Fig. 1: pin placement
Scale: 3 px per um. Pins as bars across the die edge, other pins in grey.
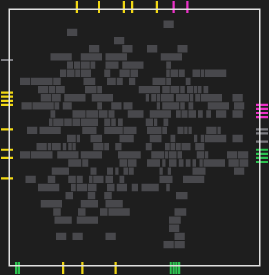
Fig. 2: port wiring
Scale: 4 px per um.
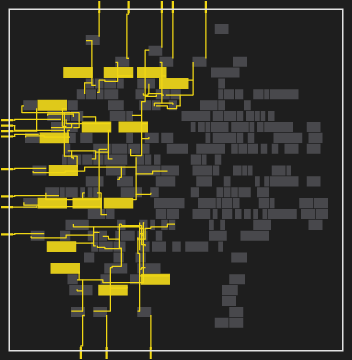
Fig. 3: sequential cells grouped by signal name
Scale: 3 px per um.
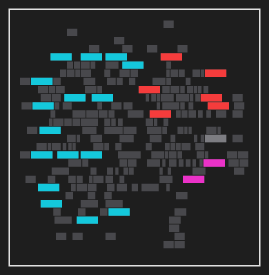
<file path="src/rtl/activity_pkg.sv">
// Shared types, default constants and saturating arithmetic for the
// high-activity time tracker.
package activity_pkg;

   typedef enum logic [1:0] {
      IDLE   = 2'd0,
      QUAL   = 2'd1,
      ACTIVE = 2'd2
   } act_state_t;

   localparam int ACT_PPM_W     = 10;
   localparam int ACT_HAT_W     = 16;
   localparam int ACT_THRESH    = 64;
   localparam int ACT_HYST      = 4;
   localparam int ACT_QUAL_SECS = 60;

   // Callers zero-extend operands to 32 bits and pass their own ceiling.
   function automatic logic [31:0] sat_add(input logic [31:0] a,
                                           input logic [31:0] b,
                                           input logic [31:0] maxv);
      logic [32:0] sum_s;
      sum_s = {1'b0, a} + {1'b0, b};
      if (sum_s > {1'b0, maxv}) begin
         sat_add = maxv;
      end else begin
         sat_add = sum_s[31:0];
      end
   endfunction

endpackage

</file>
<file path="src/rtl/activity_time_tracker_sat_accum.sv">
// sat_accum: W-bit accumulator that loads or adds (saturating at all-ones)
// on enabled cycles. W must not exceed 32.
module sat_accum
   import activity_pkg::*;
#(
   parameter int W = 16
) (
   input  logic         clk,
   input  logic         reset,
   input  logic         en,
   input  logic         load,
   input  logic [W-1:0] load_val,
   input  logic [W-1:0] add_val,
   output logic [W-1:0] q
);

   localparam logic [W-1:0] MAX_C = '1;

   logic [W-1:0] q_r;
   logic [W-1:0] sum_s;

   // Saturated sum of the current value and the increment.
   always_comb begin
      sum_s = W'(sat_add(32'(q_r), 32'(add_val), 32'(MAX_C)));
   end

   // Accumulator register: load wins over add, holds when not enabled.
   always_ff @(posedge clk) begin
      if (reset) begin
         q_r <= '0;
      end else if (en) begin
         if (load) begin
            q_r <= load_val;
         end else begin
            q_r <= sum_s;
         end
      end
   end

   assign q = q_r;

endmodule

</file>
<file path="src/rtl/activity_time_tracker.sv">
// High-activity seconds tracker: IDLE -> QUAL -> ACTIVE with hysteresis.
// Optional longest-session output enabled by ACTIVITY_SESSION_MAX_EN.
module activity_time_tracker
   import activity_pkg::*;
#(
   parameter int PPM_W     = ACT_PPM_W,
   parameter int HAT_W     = ACT_HAT_W,
   parameter int THRESH    = ACT_THRESH,
   parameter int HYST      = ACT_HYST,
   parameter int QUAL_SECS = ACT_QUAL_SECS
) (
   input  logic                               clk,
   input  logic                               reset,
   input  logic                               tick,
   input  logic [PPM_W-1:0]                   ppm,
   output logic [HAT_W-1:0]                   hat,
   output logic                               active,
   output logic [$clog2(QUAL_SECS+1)-1:0]     qual_cnt
`ifdef ACTIVITY_SESSION_MAX_EN
   ,
   output logic [HAT_W-1:0]                   max_session
`endif
);

   localparam int QW = $clog2(QUAL_SECS+1);
   localparam logic [PPM_W-1:0] THRESH_C = PPM_W'(THRESH);
   localparam logic [PPM_W-1:0] HOLD_C   = PPM_W'(THRESH - HYST);
   localparam logic [HAT_W-1:0] QUAL_C   = HAT_W'(QUAL_SECS);
   localparam logic [HAT_W-1:0] ONE_C    = HAT_W'(1);

   act_state_t    state_r, state_nx_s;
   logic [QW-1:0] qual_cnt_r, qual_nx_s;
   logic          active_r;
   logic          high_s, hold_s, qual_last_s;
   logic          hat_en_s;
   logic [HAT_W-1:0] hat_add_s;

   assign high_s      = (ppm >= THRESH_C);
   assign hold_s      = (ppm >= HOLD_C);
   assign qual_last_s = (({1'b0, qual_cnt_r} + (QW+1)'(1)) == (QW+1)'(QUAL_SECS));

   // Next-state, qualifying count and hat increment for a tick cycle.
   always_comb begin
      state_nx_s = state_r;
      qual_nx_s  = qual_cnt_r;
      hat_en_s   = 1'b0;
      hat_add_s  = '0;
      case (state_r)
         IDLE: begin
            if (high_s) begin
               if (QUAL_SECS == 1) begin
                  state_nx_s = ACTIVE;
                  qual_nx_s  = '0;
                  hat_en_s   = 1'b1;
                  hat_add_s  = QUAL_C;
               end else begin
                  state_nx_s = QUAL;
                  qual_nx_s  = QW'(1);
               end
            end else begin
               qual_nx_s = '0;
            end
         end
         QUAL: begin
            if (high_s && qual_last_s) begin
               state_nx_s = ACTIVE;
               qual_nx_s  = '0;
               hat_en_s   = 1'b1;
               hat_add_s  = QUAL_C;
            end else if (high_s) begin
               qual_nx_s = qual_cnt_r + QW'(1);
            end else begin
               state_nx_s = IDLE;
               qual_nx_s  = '0;
            end
         end
         ACTIVE: begin
            if (hold_s) begin
               hat_en_s  = 1'b1;
               hat_add_s = ONE_C;
            end else begin
               state_nx_s = IDLE;
            end
         end
         default: begin
            state_nx_s = IDLE;
            qual_nx_s  = '0;
         end
      endcase
   end

   // State, qualifying count and active flag advance only on ticks.
   always_ff @(posedge clk) begin
      if (reset) begin
         state_r    <= IDLE;
         qual_cnt_r <= '0;
         active_r   <= 1'b0;
      end else if (tick) begin
         state_r    <= state_nx_s;
         qual_cnt_r <= qual_nx_s;
         active_r   <= (state_nx_s == ACTIVE);
      end
   end

   sat_accum #(.W(HAT_W)) u_hat (
      .clk      (clk),
      .reset    (reset),
      .en       (tick & hat_en_s),
      .load     (1'b0),
      .load_val ('0),
      .add_val  (hat_add_s),
      .q        (hat)
   );

   assign active   = active_r;
   assign qual_cnt = qual_cnt_r;

`ifdef ACTIVITY_SESSION_MAX_EN
   logic             sess_load_s, sess_inc_s;
   logic [HAT_W-1:0] cur_session_s, cur_next_s, max_session_r;

   assign sess_load_s = (state_r != ACTIVE) && (state_nx_s == ACTIVE);
   assign sess_inc_s  = (state_r == ACTIVE) && (state_nx_s == ACTIVE);

   // Value cur_session takes on this tick, so the maximum tracks it on the same edge.
   always_comb begin
      if (sess_load_s) begin
         cur_next_s = QUAL_C;
      end else begin
         cur_next_s = HAT_W'(sat_add(32'(cur_session_s), 32'd1, 32'({HAT_W{1'b1}})));
      end
   end

   sat_accum #(.W(HAT_W)) u_cur_session (
      .clk      (clk),
      .reset    (reset),
      .en       (tick & (sess_load_s | sess_inc_s)),
      .load     (sess_load_s),
      .load_val (QUAL_C),
      .add_val  (ONE_C),
      .q        (cur_session_s)
   );

   // Longest session seen so far.
   always_ff @(posedge clk) begin
      if (reset) begin
         max_session_r <= '0;
      end else if (tick && (sess_load_s || sess_inc_s) && (cur_next_s > max_session_r)) begin
         max_session_r <= cur_next_s;
      end
   end

   assign max_session = max_session_r;
`endif

endmodule
</file>
<file path="config.mk">
export PLATFORM = sky130hd
export DESIGN_NAME = activity_time_tracker
export DESIGN_NICKNAME = d
export VERILOG_FILES = /design/src/rtl/activity_pkg.sv /design/src/rtl/activity_time_tracker_sat_accum.sv /design/src/rtl/activity_time_tracker.sv
export SDC_FILE = /design/constraint.sdc
export NUM_CORES = 1
export LEC_CHECK = 0
export CORE_AREA = 3 3 80 82
export DETAILED_ROUTE_END_ITERATION = 8
export DIE_AREA = 0 0 83 85
export GPL_TIMING_DRIVEN = 0
export SYNTH_ARGS = -nofsm -noshare
export SYNTH_HDL_FRONTEND = slang
export SYNTH_SLANG_ARGS = --single-unit
</file>
<file path="constraint.sdc">
create_clock -name clk -period 3.7 [get_ports clk]
set_input_delay 0.555 -clock clk [delete_from_list [all_inputs] [get_ports clk]]
set_output_delay 0.555 -clock clk [all_outputs]
set_load 0.02 [all_outputs]
</file>
==> reports/summary.txt <==
Synth mux share = 1.78%
initial drt markers = 28
WHS = 0.507 ns
Main power group = sequential cells
FILL cells = 614
buffer share of cell area = 17.9%
GR Layer Usage met1 = 15.4%
Slowest-stage cell, CP = or4_4
Synth Flop Type = dfxtp_1
Non-CTS inverters = 5
yosys warns = 0
DRC = 0
Detailed Place HPWL = 2970 um
Critical R2R Capture = u_hat.q[10]
CP Data Required Time = 3.85 ns
metal3 WL = 152 um
Yosys chip area = 0.00169 mm2
fmax = 0.290 GHz
Combinational Area = 0.00110 mm2
sequential share of power = 55.1%
Design Area, Final = 0.00215 mm2
number of non-clock buffers in the layout = 42
Largest cells by area = dfxtp_1 (30%), ha_1 (5.9%), a41oi_2 (4.8%)
M2 GR Usage = 18.4%
Rel. slew slack = 53.3%
Post-Route M1 WL = 2070 um
Crit path arrival time = 3.60 ns
fin util = 37.0%
Psw = 125 uW
P_int = 373 uW
layout cells sized above 1 = 15.0%
TritonRoute pass-1 iters = 4
final critical-path setup slack = 0.253 ns
Reg-to-Reg Start = state_r[0]
largest cell class by area = multi-input combinational cells
number of enable flip-flop cells = 0
Hold Crit Class = reg -> reg
Area Overhead vs Synth = 27.4%
most frequent cells after synthesis = dfxtp_1 (25), nor2_1 (14), a21oi_1 (13)
tool warning count = 32
grt ovf = 0
Adder-Cell Fraction of Synth Area = 5.93%
Largest register FFs = 16
Final Non-Filler Cells = 295
combinational share of power = 10.5%
setup total negative slack = 0 ns
floorplan utilization = 29.0%
CP top delay family = simple AND/OR/NAND/NOR gates
fin crit share = 93.2%
worst path buffer plus inverter count = 3
outcome = complete, no violations
CTS clk-pin slew, worst paths = 0.10 ns
Mapped Avg Cell Area = 9.17 um2
wire per inst = 13.5 um
vias in the first global route = 1419
Setup Skew = 0.0101 ns
share of flip-flops with an asynchronous set or reset = 0%
worst r2r path cells = 11
# Cells Yosys = 184
library cells used by synthesis = 54
Max clock buf depth = 2
placed cell area = 0.00210 mm2
antenna violations before repair = 0
Back to the opening pictures, Fig. 1:
legend:
  hat:
    colour: yellow
    pins: 16
    direction: output
    edge: 8 left, 5 top, 3 bottom
  qual_cnt:
    colour: magenta
    pins: 6
    direction: output
    edge: 4 right, 2 top
  ppm:
    colour: green
    pins: 10
    direction: input
    edge: 6 bottom, 4 right
all pins by edge: 11 right, 9 left, 9 bottom, 7 top

Back to the opening pictures, Fig. 2:
legend:
  hat:
    colour: yellow
    bits: 16
    direction: output
    edge: 8 left, 5 top, 3 bottom
    end_cells: 16
    wire: 715 um

Back to the opening pictures, Fig. 3:
legend:
  qual_cnt:
    colour: red
    sequential_cells: 6
  u_hat.q:
    colour: cyan
    sequential_cells: 16
  state_r:
    colour: magenta
    sequential_cells: 2

Power figures rest on the tool's default switching activity, not on a simulated workload.
